--- src/rtl/div_unit.sv ---
// div_unit: iterative 32-bit integer divider for the EX stage.
//
// One restoring shift-subtract step is performed per clock (MSB first), so a
// non-zero divisor takes 32 BUSY cycles. A zero divisor skips the iterations
// and produces the architected all-ones quotient with the dividend as the
// remainder. Signed operation divides the magnitudes and then fixes the signs
// (the quotient truncates toward zero; the remainder takes the dividend sign).
//
// Ports:
//   clk          clock, rising edge
//   rst_n        asynchronous active-low reset
//   start        DIV/DIVU present in EX (held while EX is stalled)
//   is_signed    1 = DIV, 0 = DIVU (sampled with start)
//   dividend     numerator
//   divisor      denominator
//   flush        annuls the in-flight division
//   ex_stall     EX stall from the pipeline controller (only used in DONE)
//   stall_req    combinational stall request to the pipeline controller
//   done         result valid (high exactly while in DONE)
//   quotient     result quotient
//   remainder    result remainder
//   div_by_zero  divisor was zero for the current result
module div_unit (
    input  logic        clk,
    input  logic        rst_n,
    input  logic        start,
    input  logic        is_signed,
    input  logic [31:0] dividend,
    input  logic [31:0] divisor,
    input  logic        flush,
    input  logic        ex_stall,
    output logic        stall_req,
    output logic        done,
    output logic [31:0] quotient,
    output logic [31:0] remainder,
    output logic        div_by_zero
);

    typedef enum logic [1:0] {
        IDLE = 2'd0,
        BUSY = 2'd1,
        DONE = 2'd2
    } state_t;

    state_t      state_r;
    logic [5:0]  cnt_r;
    logic [31:0] divisor_r;       // |divisor|
    logic [31:0] q_r;             // dividend bits shift out, quotient bits shift in
    logic [32:0] rem_r;           // partial remainder
    logic        signed_r;
    logic        dividend_neg_r;  // already qualified by is_signed
    logic        divisor_neg_r;   // already qualified by is_signed

    logic [33:0] diff_s;
    logic [32:0] rem_next_s;
    logic [31:0] q_next_s;

    // Two's-complement negate when requested; used for magnitudes and fixups.
    function automatic logic [31:0] cond_neg(input logic [31:0] v, input logic neg);
        if (neg) begin
            cond_neg = 32'd0 - v;
        end else begin
            cond_neg = v;
        end
    endfunction

    // One restoring step: shift in the next dividend bit and try to subtract.
    always_comb begin
        diff_s     = {rem_r, q_r[31]} - {2'b00, divisor_r};
        rem_next_s = {rem_r[31:0], q_r[31]};
        q_next_s   = {q_r[30:0], 1'b0};
        // A clear borrow bit means the subtraction fits, so keep it.
        if (!diff_s[33]) begin
            rem_next_s = diff_s[32:0];
            q_next_s   = {q_r[30:0], 1'b1};
        end else begin
            rem_next_s = {rem_r[31:0], q_r[31]};
            q_next_s   = {q_r[30:0], 1'b0};
        end
    end

    // Stall request: depends on state, start and flush only, never on ex_stall.
    always_comb begin
        stall_req = 1'b0;
        if (!rst_n) begin
            stall_req = 1'b0;
        end else begin
            case (state_r)
                IDLE: begin
                    if (start && !flush) begin
                        stall_req = 1'b1;
                    end else begin
                        stall_req = 1'b0;
                    end
                end
                BUSY: begin
                    if (!flush) begin
                        stall_req = 1'b1;
                    end else begin
                        stall_req = 1'b0;
                    end
                end
                DONE:    stall_req = 1'b0;
                default: stall_req = 1'b0;
            endcase
        end
    end

    // Control FSM, iteration datapath and registered results.
    always_ff @(posedge clk or negedge rst_n) begin
        if (!rst_n) begin
            state_r        <= IDLE;
            cnt_r          <= 6'd0;
            divisor_r      <= 32'd0;
            q_r            <= 32'd0;
            rem_r          <= 33'd0;
            signed_r       <= 1'b0;
            dividend_neg_r <= 1'b0;
            divisor_neg_r  <= 1'b0;
            done           <= 1'b0;
            quotient       <= 32'd0;
            remainder      <= 32'd0;
            div_by_zero    <= 1'b0;
        end else begin
            case (state_r)
                IDLE: begin
                    if (flush) begin
                        state_r <= IDLE;
                    end else if (start) begin
                        if (divisor == 32'd0) begin
                            state_r     <= DONE;
                            done        <= 1'b1;
                            quotient    <= 32'hFFFF_FFFF;
                            remainder   <= dividend;
                            div_by_zero <= 1'b1;
                        end else begin
                            state_r        <= BUSY;
                            q_r            <= cond_neg(dividend, is_signed & dividend[31]);
                            divisor_r      <= cond_neg(divisor, is_signed & divisor[31]);
                            signed_r       <= is_signed;
                            dividend_neg_r <= is_signed & dividend[31];
                            divisor_neg_r  <= is_signed & divisor[31];
                            rem_r          <= 33'd0;
                            cnt_r          <= 6'd0;
                        end
                    end else begin
                        state_r <= IDLE;
                    end
                end
                BUSY: begin
                    if (flush) begin
                        state_r <= IDLE;
                        cnt_r   <= 6'd0;
                        rem_r   <= 33'd0;
                    end else begin
                        rem_r <= rem_next_s;
                        q_r   <= q_next_s;
                        if (cnt_r == 6'd31) begin
                            // Last step: results go straight from the step logic.
                            state_r     <= DONE;
                            cnt_r       <= 6'd0;
                            done        <= 1'b1;
                            quotient    <= cond_neg(q_next_s,
                                                    signed_r & (dividend_neg_r ^ divisor_neg_r));
                            remainder   <= cond_neg(rem_next_s[31:0], signed_r & dividend_neg_r);
                            div_by_zero <= 1'b0;
                        end else begin
                            cnt_r <= cnt_r + 6'd1;
                        end
                    end
                end
                DONE: begin
                    // Hold the result until EX actually advances.
                    if (flush || !ex_stall) begin
                        state_r <= IDLE;
                        done    <= 1'b0;
                    end else begin
                        state_r <= DONE;
                    end
                end
                default: begin
                    state_r <= IDLE;
                    done    <= 1'b0;
                    cnt_r   <= 6'd0;
                end
            endcase
        end
    end

endmodule

--- config.mk ---
export PLATFORM = sky130hd
export DESIGN_NAME = div_unit
export DESIGN_NICKNAME = d
export VERILOG_FILES = /design/src/rtl/div_unit.sv
export SDC_FILE = /design/constraint.sdc
export NUM_CORES = 1
export LEC_CHECK = 0
export CAP_MARGIN = 30
export CORE_ASPECT_RATIO = 1.4
export CORE_UTILIZATION = 25
export CTS_CLUSTER_SIZE = 40
export DETAILED_ROUTE_END_ITERATION = 10
export GPL_ROUTABILITY_DRIVEN = 0
export HOLD_SLACK_MARGIN = 0.15
export PLACE_DENSITY = 0.53
export SLEW_MARGIN = 25
export SYNTH_ARGS = -nofsm -noshare
export SYNTH_HDL_FRONTEND = slang
export SYNTH_SLANG_ARGS = --single-unit
--- constraint.sdc ---
create_clock -name clk -period 8.6 [get_ports clk]
set_input_delay 1.72 -clock clk [delete_from_list [all_inputs] [get_ports clk]]
set_output_delay 1.72 -clock clk [all_outputs]
set_load 0.1 [all_outputs]
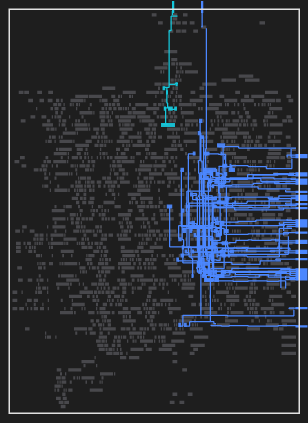
Figure 1: run 1, port wiring.
Drawn at 1.5 px/µm.
[blue] dividend | bits: 32 | direction: input | end cells: 100 | buffers: 32 | wire: 4030 µm
[cyan] flush | bits: 1 | direction: input | end cells: 8 | buffers: 1 | wire: 105 µm

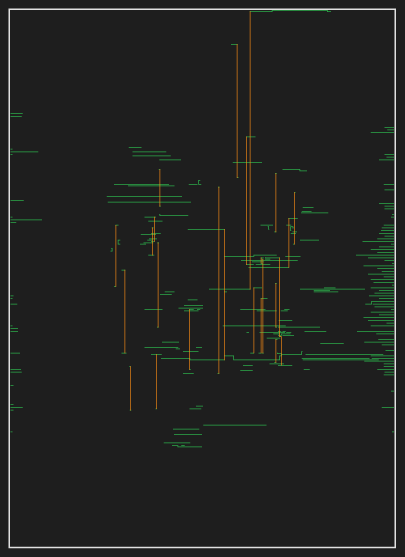
Figure 2: run 1, routed metal, one colour a layer.
Drawn at 2 px/µm. Only two layers are drawn.
[green] met3 | wire length: 1780 µm
[orange] met4 | wire length: 942 µm

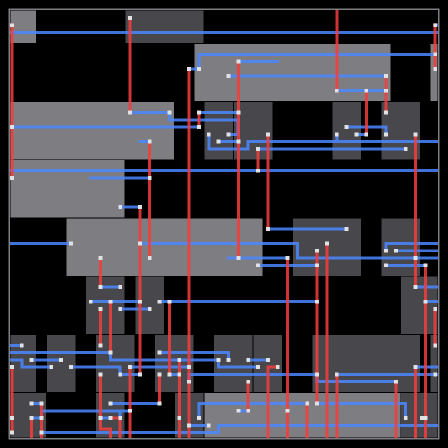
Figure 3: run 1, layout detail.
Window x 134 to 154, y 191 to 211 µm. Cells in grey, sequential cells in the stronger grey; small squares are vias.
[blue] met1
[red] met2
sequential cells in the window: 5
cells with their middle in the window: 26
netlist names of flops here include: q_r (3), quotient (2)
most frequent: a21oi_1 (5), dfrtp_1 (5), nand2_1 (4)

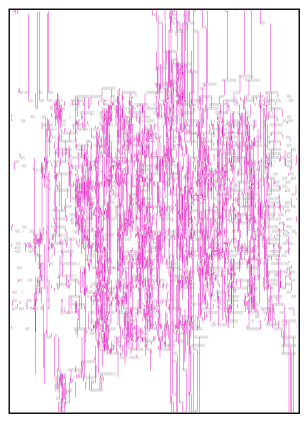
Figure 4: run 1, signal wires on met2.
Drawn at 1.5 px/µm.
main direction: vertical
longest straight run: 133 µm
wire length on this layer: 21.6 mm

==> results.env, run 1 <==
OUTCOME='completed'
CRIT-REG2REG-CAPTURE='remainder[28]'
CRIT_SLOWEST_CELL='clkdlybuf4s50_1'
DR.PASS1.ITERS=7
POWER_FRAC_SEQ=0.270
YOSYS.AREA_SHARE.AOI=0.249
MOSTFREQUENTLAYOUTCELLS='176 x nor2_1, 174 x dfrtp_1, 173 x nand2_1'
DPL_WORST_SLACK_NS=2.61
HOLD_END='cnt_r[5]'
COMBINATIONALPOWER_mW=2.81
NUMBER_OF_GATES_RESIZED_AFTER_CTS=0
GLOBALROUTE.BUSIESTLAYER='met2'
SETUP_REPAIR_AFTER_GLOBAL_ROUTING_MISSED_ITS_MARGIN='no'
POWER_FRAC_COMB=0.572
BUF_SHARE=0.115
WORST_HOLD_STARTPOINT='cnt_r[5]'
ADDER_SHARE=0.0381
CTS_SETUP_BUFFERS=0
CLOCK_POWER_SHARE=0.158
GLOBAL_ROUTE_WIRE_LENGTH_BEFORE_REPAIR_UM=66800
FINALHOLDVIOLATIONS=0
CRITICAL-PATH-TOP-CELL-BY-COUNT='clkdlybuf4s50_1'
MULTIINPUTGATEAREA_UM2=7750
DIE_H_UM=268
SEQ_AREA_FRAC=0.281
SYN2LAYOUT_AREA_GROWTH_PCT=22.1
SYNTH.YOSYS.WARNINGS=0
SEQ_AREA_FRAC_SYNTH=0.344
FP.DIEW_UM=192
MET1_USAGE=0.210
FINALMAXSLEWVIOLATIONS=0
HTREE_NUM_LEVELS=4
REMAINING_NUMBER_OF_NETS_FLAGGED_BY_THE_ANTENNA_CHECK_AFTER_ROUTING=0
PATH_CLASS='input pin to output pin'
GLOBALROUTEMET2UTIL=0.301
BOUNDARYPINS=137
TOP_AREA_CELL='dfrtp_1'
NETLIST_AREA_BEFORE_PLACEMENT_UM2=12700
SETUP_VIOL=0
DETAIL_ROUTE.DRC_VIOLATIONS=0
FLOP_CELL='dfrtp_1'
==> inputs of run 2 (changes only) <==
Clock period 8.6 ns to 5.7 ns, I/O delays scaled along.
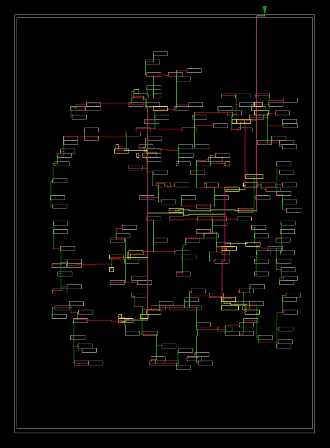
Figure 5: run 2, clock nets.
final setup skew: 0.0117 ns
clk ins delay skew pair: 0.45 ns
clk sinks: 174
flop count: 174

==> results.env, run 2 <==
CLKBUF_COUNT=23
HOLD_END='cnt_r[5]'
SEQ_CELL_POWER_mW=2.01
BUF_SHARE=0.108
FP.DIEW_UM=192
OUTCOME='completed'
FLOP_CELL='dfrtp_1'
TOP_AREA_CELL='dfrtp_1'
YOSYS.AREA_SHARE.AOI=0.249
NETLIST_AREA_BEFORE_PLACEMENT_UM2=12700
SETUP_VIOL=0
MOSTFREQUENTLAYOUTCELLS='176 x nor2_1, 174 x dfrtp_1, 173 x nand2_1'
MULTIINPUTGATEAREA_UM2=7750
CRIT_END='quotient[30]'
GLOBALROUTEMET2UTIL=0.289
DETAIL_ROUTE.WIRELENGTH_UM=43600
FINALHOLDVIOLATIONS=0
BOUNDARYPINS=137
MAX_SLEW_MARGIN=0.328
POWER_FRAC_COMB=0.556
COMBINATIONALPOWER_mW=4.10
INSERTED_CLOCK_BUFFERS=17
FINALNETCOUNT=1782
NUMBER_OF_GATES_RESIZED_AFTER_CTS=0
DIE-AREA_UM2=51600
DPL_WORST_SLACK_NS=0.884
CRITICAL_PATH.STARTPOINT_TYPE='flip-flop'
ASYNC_SET_RESET_FLOP_SHARE_OUT_OF_SYNTHESIS=1.00
DR.PASS1.ITERS=5
GLOBAL_ROUTE_WIRE_LENGTH_BEFORE_REPAIR_UM=67200
CRIT_SLOWEST_CELL='or4_1'
POWER_FRAC_SEQ=0.273
FINALMAXSLEWVIOLATIONS=0
SYNTH.YOSYS.WARNINGS=0
TAP-CELL-COUNT=643
PATH_CLASS='flip-flop to flip-flop'
WORST_HOLD_STARTPOINT='cnt_r[5]'
PWR_DENSITY_CELL_nW_PER_UM2=477
SETUP_REPAIR_AFTER_GLOBAL_ROUTING_MISSED_ITS_MARGIN='no'
MET1_USAGE=0.214
DIE_H_UM=268
REMAINING_NUMBER_OF_NETS_FLAGGED_BY_THE_ANTENNA_CHECK_AFTER_ROUTING=0
CRITICAL-PATH-TOP-CELL-BY-COUNT='ha_1'
SYN2LAYOUT_AREA_GROWTH_PCT=21.7
SEQ_AREA_FRAC=0.282
CRIT-REG2REG-CAPTURE='quotient[30]'
HTREE_NUM_LEVELS=4
CTS_SETUP_BUFFERS=0
DETAIL_ROUTE.DRC_VIOLATIONS=0
==> inputs of run 3 (changes only) <==
Clock period 5.7 ns to 4.5 ns, I/O delays scaled along.
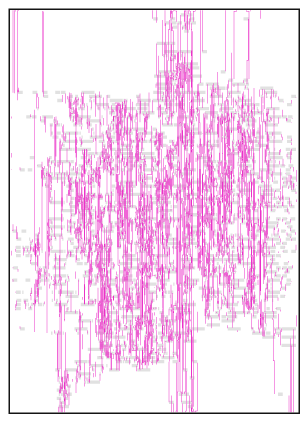
Figure 6: run 3, signal wires on met2.
Drawn at 1.5 px/µm.
nets with wire on the layer: 1502
main direction: vertical
share of all routed wire: 50%

==> results.env, run 3 <==
BOUNDARYPINS=137
SETUP_VIOL=0
COMBINATIONALPOWER_mW=5.39
CRIT-REG2REG-CAPTURE='remainder[22]'
DIE_H_UM=268
NETLIST_AREA_BEFORE_PLACEMENT_UM2=12700
SEQ_AREA_FRAC=0.270
POWER_FRAC_SEQ=0.265
GLOBAL_ROUTE_WIRE_LENGTH_BEFORE_REPAIR_UM=69300
CLKBUF_COUNT=18
INSERTED_CLOCK_BUFFERS=17
SYN2LAYOUT_AREA_GROWTH_PCT=27.5
POWER_FRAC_COMB=0.562
FLOP_CELL='dfrtp_1'
MULTIINPUTGATEAREA_UM2=7840
PWR_DENSITY_CELL_nW_PER_UM2=594
DR.PASS1.ITERS=5
SEQ_AREA_FRAC_SYNTH=0.344
HOLD_END='cnt_r[5]'
FLOPS=174
DPL_WORST_SLACK_NS=0.0703
SEQ_CELL_POWER_mW=2.54
TIMING.CLOCK.SKEW_NS=0.0111
ADDER_SHARE=0.0381
OUTCOME='completed'
